run_1/floorplan.png
Bar = 20 microns. Pins as bars on the die edge.
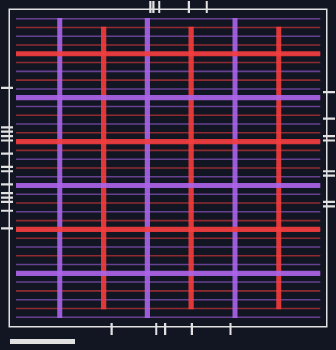
run_1/class_map.png
Fill, decap, tap and diode cells in gray.
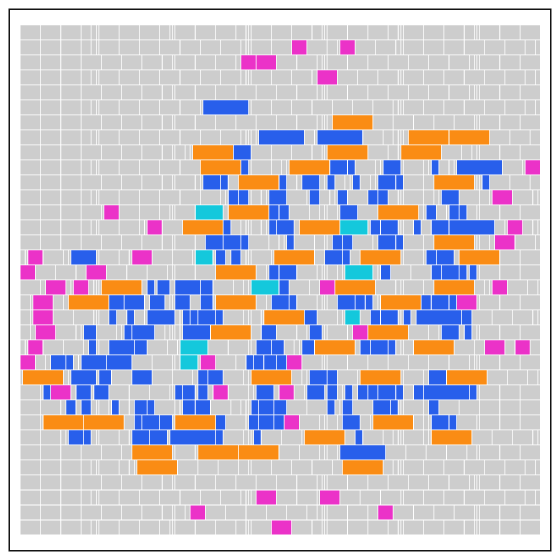
run_1/clock_wires.png
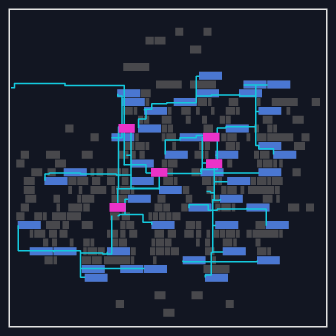
run_1/layers.png
Bar = 20 microns. Two of the layers only.
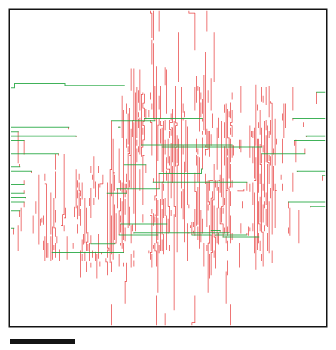
--- src/rtl/pixel_readout_if.sv ---
// rtl/pixel_readout_if.sv - pixel readout stream: code, index and saturation flag with valid/ready
interface pixel_readout_if #(
    parameter int N_PIXELS = 4,
    parameter int DATA_W   = 8
);
    localparam int IDX_W = $clog2(N_PIXELS);

    logic [DATA_W-1:0] pixel_data;
    logic [IDX_W-1:0]  pixel_index;
    logic              pixel_sat;
    logic              pixel_valid;
    logic              pixel_ready;

    modport master (
        output pixel_data,
        output pixel_index,
        output pixel_sat,
        output pixel_valid,
        input  pixel_ready
    );

    modport slave (
        input  pixel_data,
        input  pixel_index,
        input  pixel_sat,
        input  pixel_valid,
        output pixel_ready
    );
endinterface

--- src/rtl/pixel_readout.sv ---
// rtl/pixel_readout.sv - single-slope column ADC capture of ramp codes and in-order pixel readout
module pixel_readout #(
    parameter int N_PIXELS = 4,
    parameter int DATA_W   = 8
) (
    input  logic                clk,
    input  logic                reset,
    input  logic                conv_start,
    input  logic [DATA_W-1:0]   ramp_code,
    input  logic [N_PIXELS-1:0] comp,
    input  logic                adc_finished,
    pixel_readout_if.master     pix,
    output logic                busy,
    output logic                frame_done,
    output logic                overrun
);
    localparam int                IDX_W      = $clog2(N_PIXELS);
    localparam logic [DATA_W-1:0] FULL_SCALE = {DATA_W{1'b1}};
    localparam logic [IDX_W-1:0]  LAST_IDX   = IDX_W'(N_PIXELS - 1);

    typedef enum logic [1:0] {IDLE, CONVERT, READOUT, DONE} state_t;

    state_t              state_q, state_d;
    logic [IDX_W-1:0]    idx_q, idx_d;
    logic [DATA_W-1:0]   code_q [N_PIXELS];
    logic [DATA_W-1:0]   code_d [N_PIXELS];
    logic [N_PIXELS-1:0] latched_q, latched_d;
    logic [N_PIXELS-1:0] sat_q, sat_d;
    logic                overrun_q, overrun_d;
    logic                valid;

    always_comb begin
        state_d    = state_q;
        idx_d      = idx_q;
        code_d     = code_q;
        latched_d  = latched_q;
        sat_d      = sat_q;
        overrun_d  = overrun_q;
        valid      = 1'b0;
        frame_done = 1'b0;

        // A start request that cannot be honoured is only recorded, never acted on.
        if (conv_start && state_q != IDLE) begin
            overrun_d = 1'b1;
        end

        case (state_q)
            IDLE: begin
                if (conv_start) begin
                    for (int i = 0; i < N_PIXELS; i++) begin
                        code_d[i] = '0;
                    end
                    latched_d = '0;
                    sat_d     = '0;
                    overrun_d = 1'b0;
                    idx_d     = '0;
                    state_d   = CONVERT;
                end
            end

            CONVERT: begin
                for (int i = 0; i < N_PIXELS; i++) begin
                    if (comp[i] && !latched_q[i]) begin
                        code_d[i]    = ramp_code;
                        latched_d[i] = 1'b1;
                    end
                end
                // Same-cycle crossings are captured first; only the remainder saturate.
                if (adc_finished) begin
                    for (int i = 0; i < N_PIXELS; i++) begin
                        if (!latched_d[i]) begin
                            code_d[i]    = FULL_SCALE;
                            sat_d[i]     = 1'b1;
                            latched_d[i] = 1'b1;
                        end
                    end
                    idx_d   = '0;
                    state_d = READOUT;
                end
            end

            READOUT: begin
                valid = 1'b1;
                if (pix.pixel_ready) begin
                    if (idx_q == LAST_IDX) begin
                        state_d = DONE;
                    end else begin
                        idx_d = idx_q + IDX_W'(1);
                    end
                end
            end

            DONE: begin
                frame_done = 1'b1;
                idx_d      = '0;
                state_d    = IDLE;
            end

            default: begin
                state_d = IDLE;
            end
        endcase
    end

    always_ff @(posedge clk) begin
        if (reset) begin
            state_q   <= IDLE;
            idx_q     <= '0;
            latched_q <= '0;
            sat_q     <= '0;
            overrun_q <= 1'b0;
            for (int i = 0; i < N_PIXELS; i++) begin
                code_q[i] <= '0;
            end
        end else begin
            state_q   <= state_d;
            idx_q     <= idx_d;
            latched_q <= latched_d;
            sat_q     <= sat_d;
            overrun_q <= overrun_d;
            code_q    <= code_d;
        end
    end

    assign busy            = (state_q != IDLE);
    assign overrun         = overrun_q;
    assign pix.pixel_valid = valid;
    assign pix.pixel_index = idx_q;
    assign pix.pixel_data  = code_q[idx_q];
    assign pix.pixel_sat   = sat_q[idx_q];
endmodule
--- src/flat_wrapper.sv ---
// flat-port wrapper written by rule: the top's interface ports become plain ports
module pixel_readout_flat 
#(
    parameter int N_PIXELS = 4,
    parameter int DATA_W   = 8
)
  (clk, reset, conv_start, ramp_code, comp, adc_finished, busy, frame_done, overrun, pix_pixel_data, pix_pixel_index, pix_pixel_sat, pix_pixel_valid, pix_pixel_ready);
  pixel_readout_if #(.N_PIXELS(N_PIXELS), .DATA_W(DATA_W)) pix_i ();
  input  logic clk;
  input  logic reset;
  input  logic conv_start;
  input  logic [DATA_W-1:0] ramp_code;
  input  logic [N_PIXELS-1:0] comp;
  input  logic adc_finished;
  output logic busy;
  output logic frame_done;
  output logic overrun;
  output wire logic [$bits(pix_i.pixel_data)-1:0] pix_pixel_data;
  output wire logic [$bits(pix_i.pixel_index)-1:0] pix_pixel_index;
  output wire logic [$bits(pix_i.pixel_sat)-1:0] pix_pixel_sat;
  output wire logic [$bits(pix_i.pixel_valid)-1:0] pix_pixel_valid;
  input wire logic [$bits(pix_i.pixel_ready)-1:0] pix_pixel_ready;
  assign pix_pixel_data = pix_i.pixel_data;
  assign pix_pixel_index = pix_i.pixel_index;
  assign pix_pixel_sat = pix_i.pixel_sat;
  assign pix_pixel_valid = pix_i.pixel_valid;
  assign pix_i.pixel_ready = pix_pixel_ready;
  pixel_readout #(.N_PIXELS(N_PIXELS), .DATA_W(DATA_W)) u_core (.clk(clk), .reset(reset), .conv_start(conv_start), .ramp_code(ramp_code), .comp(comp), .adc_finished(adc_finished), .pix(pix_i), .busy(busy), .frame_done(frame_done), .overrun(overrun));
endmodule
--- config.mk ---
export PLATFORM = sky130hd
export DESIGN_NAME = pixel_readout_flat
export DESIGN_NICKNAME = d
export VERILOG_FILES = /design/src/rtl/pixel_readout_if.sv /design/src/rtl/pixel_readout.sv /design/src/flat_wrapper.sv
export SDC_FILE = /design/constraint.sdc
export NUM_CORES = 1
export LEC_CHECK = 0
export CORE_MARGIN = 1.5
export CORE_UTILIZATION = 25
export CTS_CLUSTER_DIAMETER = 150
export DETAILED_ROUTE_END_ITERATION = 8
export SLEW_MARGIN = 20
export SYNTH_ARGS = -nofsm -noshare
export SYNTH_HDL_FRONTEND = slang
export SYNTH_SLANG_ARGS = --single-unit
--- constraint.sdc ---
create_clock -name clk -period 3.25 [get_ports clk]
set_input_delay 0.8125 -clock clk [delete_from_list [all_inputs] [get_ports clk]]
set_output_delay 0.8125 -clock clk [all_outputs]
set_load 0.1 [all_outputs]
==> out/metrics.cfg, run 1 <==
[outcome]
outcome = complete, no violations

[floorplanning]
core.rowCount = 34
core_util_floorplan_pct = 25.8
io-pin-count = 32
die_h_microns = 97.9

[drt]
wire_per_inst_microns = 17.2
vias_per_cell = 5.18
drtPass1Iterations = 4
drtIter0Drc = 138
met3_length_microns = 462

[sta]
layout_min_cycle_time_ns = 2.84
drv_slew = 0
finalSetupViolations = 0
finalHoldViolCount = 0
max_freq_mhz = 352
period_used_pct = 87.5

[power]
ir_drop_uv = 425
p_per_area_nw_per_um2 = 721

[critical_path]
critPathBufInv = 1
crit_path_cell_trace = mux4_2, buf_4
startpoint = u_core.pix.pixel_index[0]
crit_family = flip-flops
r2r_start = u_core.state_q[1]
crit_type = reg2out

[yosys]
synth-cells-yosys = 242
yosys-top-cells-count = dfxtp_1 (45), a21oi_1 (41), inv_1 (37), o32ai_1 (33)
syn_avg_cell_area_sq_um = 9.30
syn-instance-count = 242
ys_chip_area_sq_um = 2250
synth.most_common_cell = dfxtp_1
synthDistinctLibCells = 30
synth_top_cell_by_area = dfxtp_1
floorplan.nets = 265
ys_seq_share_pct = 40.0
ys.flop_type = dfxtp_1

[clocking]
cts_tree = built
htreeDepth = 2
path_clk_slew_ns = 0.09
root_buffer = clkbuf_8
cts_max_path_buffers = 2

[hold_path]
worstHoldStart = u_core.sat_q[0]
whs_endpoint = u_core.sat_q[0]
min_path_type = reg2reg

[final_layout]
final_layout_size_suffix_gt1_share_pct = 15.9
diodes = 0
syn_to_final_growth_pct = 20.7
finalNetCount = 292

[place]
dp.cells = 370
post_dp_cell_area_sq_um = 2620
dp_slack_ns = 0.665
gp_congestion = 0.747
dp_hpwl_mm = 4.26

[global_routing]
grt_pass1_vias = 1911
grt.overflow.total = 0

About floorplan.png:
| net | color |
|---|---|
| VDD | red |
| VSS | purple |
signal pins: 32
met1 rails: 35
rows: 34

About class_map.png:
| class | color | cells | share of their area |
|---|---|---|---|
| registers | orange | 45 | 35% |
| remaining logic cells | blue | 178 | 49% |
| remaining buffers and delay cells | magenta | 39 | 13% |
| clock drivers and dummy loads | cyan | 8 | 3.6% |

About clock_wires.png:
[clock-net drivers] magenta | count: 5
[clock wires] cyan | length: 591 microns
[flip-flops] blue | count: 45
routed clock nets: 6

About layers.png:
| layer | color | wire length |
|---|---|---|
| M2 | red | 3100 microns |
| M3 | green | 463 microns |
gr usage total: 13.7%
DRT Wirelength: 6.49 mm

[run 1: worst reg2reg max path, delay by kind of cell, from the launching register on]
kind	cells	cell delay [ns]
compound gates	1	0.25
fa+ha+maj	1	0.45
buf+inv	1	0.11
flops	1	0.36
simple gates	2	0.88
[run 1: cell usage in the layout (no fill, tap or decap), types with 2 or more instances in the layout]
cell type | netlist | layout
a211oi_1 | 3 | 3
ha_1 | 6 | 6
nor2b_1 | 6 | 6
buf_4 | 1 | 23
a22o_1 | 3 | 3
dfxtp_1 | 45 | 45
mux2i_1 | 2 | 2
inv_1 | 37 | 37
nand3b_1 | 5 | 5
clkdlybuf4s50_1 | 0 | 16
mux4_2 | 9 | 9
clkbuf_8 | 0 | 5
o32ai_1 | 33 | 33
a21oi_1 | 41 | 41
nor2_1 | 4 | 4
nand2b_1 | 6 | 6
nand2_1 | 10 | 10
o211ai_1 | 4 | 4
[run 1: sequential cells by signal, summed over array words and instances, names as in the netlist, named ones only]
name and cells:
u_core.latched_q 4, u_core.sat_q 4, u_core.state_q 2, u_core.pix.pixel_index 2, u_core.code_q 32
[run 1: report_power, final]
group	switching (uW)	total, uW	leakage [uW]	internal, uW
Clock	214	370	0.0000447	156
Combinational	582	856	0.000525	274
Sequential	74.6	734	0.000366	659
[run 1: kinds of logic after synthesis]
family          count (synthesis)  share of synthesized area [%]
compound gates                 87                           26.6
fa+ha+maj                       6                           3.34
buf+inv                        56                           10.4
flops                          45                           40.0
mux                            11                           9.89
simple gates                   37                           9.78
[run 1: cell type report]
class	count	area share [%]
tap	108	4.97
sequential	45	33.1
clock buffer	5	2.53
timing repair buffer	39	12.2
multi-input combinational	141	41.1
clock inverter	3	0.921
inverter	37	5.11
run_1/clock_nets.png
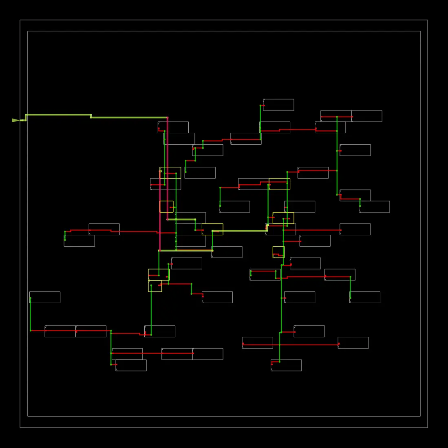

==> run 1 -> run 2 <==
Settings changed: CORE_ASPECT_RATIO set to 1.5.
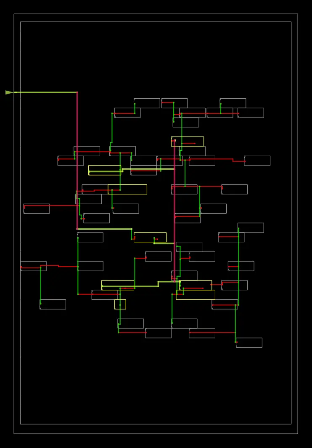
run_2/clock_nets.png
# clock sinks: 45
Flop Count: 45

==> run 2 against run 1 <==
Compared with the run above: utilization increased by 0.80 points; worst setup slack improved by 0.19 ns; design area increased by 3.2%; first-iteration DRC count increased by 51%; clock skew decreased by 0.0093 ns; clock power increased by about 80%; combinational power about the same; power increased by 15%; sequential share of layout area decreased by 1.0 points; synthesized cell count unchanged; flip-flop count unchanged; critical endpoint is now pix_pixel_data[7]; largest cell class unchanged.
==> out/metrics.cfg, run 2 <==
[outcome]
outcome = complete, no violations

[drt]
routed_wl_mm = 6.26
vias_per_cell = 5.15
wire_per_inst_microns = 16.6

[yosys]
floorplan.nets = 265
ys.flop_type = dfxtp_1
synth.most_common_cell = dfxtp_1
syn-instance-count = 242
synth-cells-yosys = 242
yosys-top-cells-count = dfxtp_1 (45), a21oi_1 (41), inv_1 (37), o32ai_1 (33)
synthDistinctLibCells = 30
syn_avg_cell_area_sq_um = 9.30

[sta]
finalSetupViolations = 0
max_freq_mhz = 378
period_used_pct = 81.5
drv_slew = 0

[clocking]
cts_max_path_buffers = 2
root_buffer = clkbuf_16
htreeDepth = 2

[place]
gp_congestion = 0.742
dp.cells = 370
dp_hpwl_mm = 4.19

[final_layout]
diodes = 0
regMostFlops = u_core.code_q
final_layout_size_suffix_gt1_share_pct = 15.3
syn_to_final_growth_pct = 24.6
largestRegisters = u_core.code_q: 32 flops, u_core.latched_q: 4 flops, u_core.sat_q: 4 flops
largest_reg_flops = 32

[floorplanning]
die_h_microns = 119
io-pin-count = 32
core_util_floorplan_pct = 25.6

[power]
p_per_area_nw_per_um2 = 801
ir_drop_uv = 495

[global_routing]
grt_use_total_pct = 13.8

[critical_path]
crit_type = reg2out

[run 2: cell type report]
type | count | area share, %
sequential | 45 | 32.1
clock buffer | 5 | 4.46
tap | 110 | 4.91
clock inverter | 3 | 2.45
multi-input combinational | 141 | 39.8
inverter | 37 | 4.95
timing repair buffer | 37 | 11.3
[run 2: report_power, final]
part | switching [uW] | internal, uW | total, uW | leakage (uW)
clock network | 224 | 443 | 667 | 0.0000944
logic | 588 | 267 | 855 | 0.000515
registers | 64.2 | 660 | 724 | 0.000366
[run 2: cell families (layout without fill, tap and decap cells)]
family / Yosys count / count (layout) / share of synthesized area (%)
AND-OR/OR-AND: 87 / 87 / 26.6
buffers and inverters: 56 / 82 / 10.4
flip-flops: 45 / 45 / 40.0
AND/OR/NAND/NOR: 37 / 37 / 9.78
multiplexers: 11 / 11 / 9.89
adder cells (fa/ha/maj): 6 / 6 / 3.34
[run 2: final timing paths]
check                           slack (ns)                 to                       from
worst max-delay path                  0.60  pix_pixel_data[7]  u_core.pix.pixel_index[0]
worst min-delay path                  0.46    u_core.sat_q[0]            u_core.sat_q[0]
worst max register to register        1.15  u_core.code_q[24]          u_core.state_q[1]
worst min register to register        0.46    u_core.sat_q[0]            u_core.sat_q[0]
[run 2: worst max-delay path, cell delays in order (launching register included)]
cell and delay [ns]:
dfxtp_1 0.48, buf_4 0.28, mux4_2 0.54, buf_4 0.25
[run 2: through the flow]
stage | area, sq um | hold WS (ns) | setup WS [ns] | total power [uW]
3_5_place_dp | 2610 | 0.450 | 0.718 | 1590
6_report | 2810 | 0.458 | 0.601 | 2250
5_1_grt | 2810 | 0.482 | 0.511 | 2350
4_1_cts | 2810 | 0.461 | 0.599 | 2260
3_3_place_gp | 2610 | 0.449 | 0.751 | 1570
2_1_floorplan | 2250 | 0.429 | 0.388 | 1360
Power and IR drop assume default switching activity.
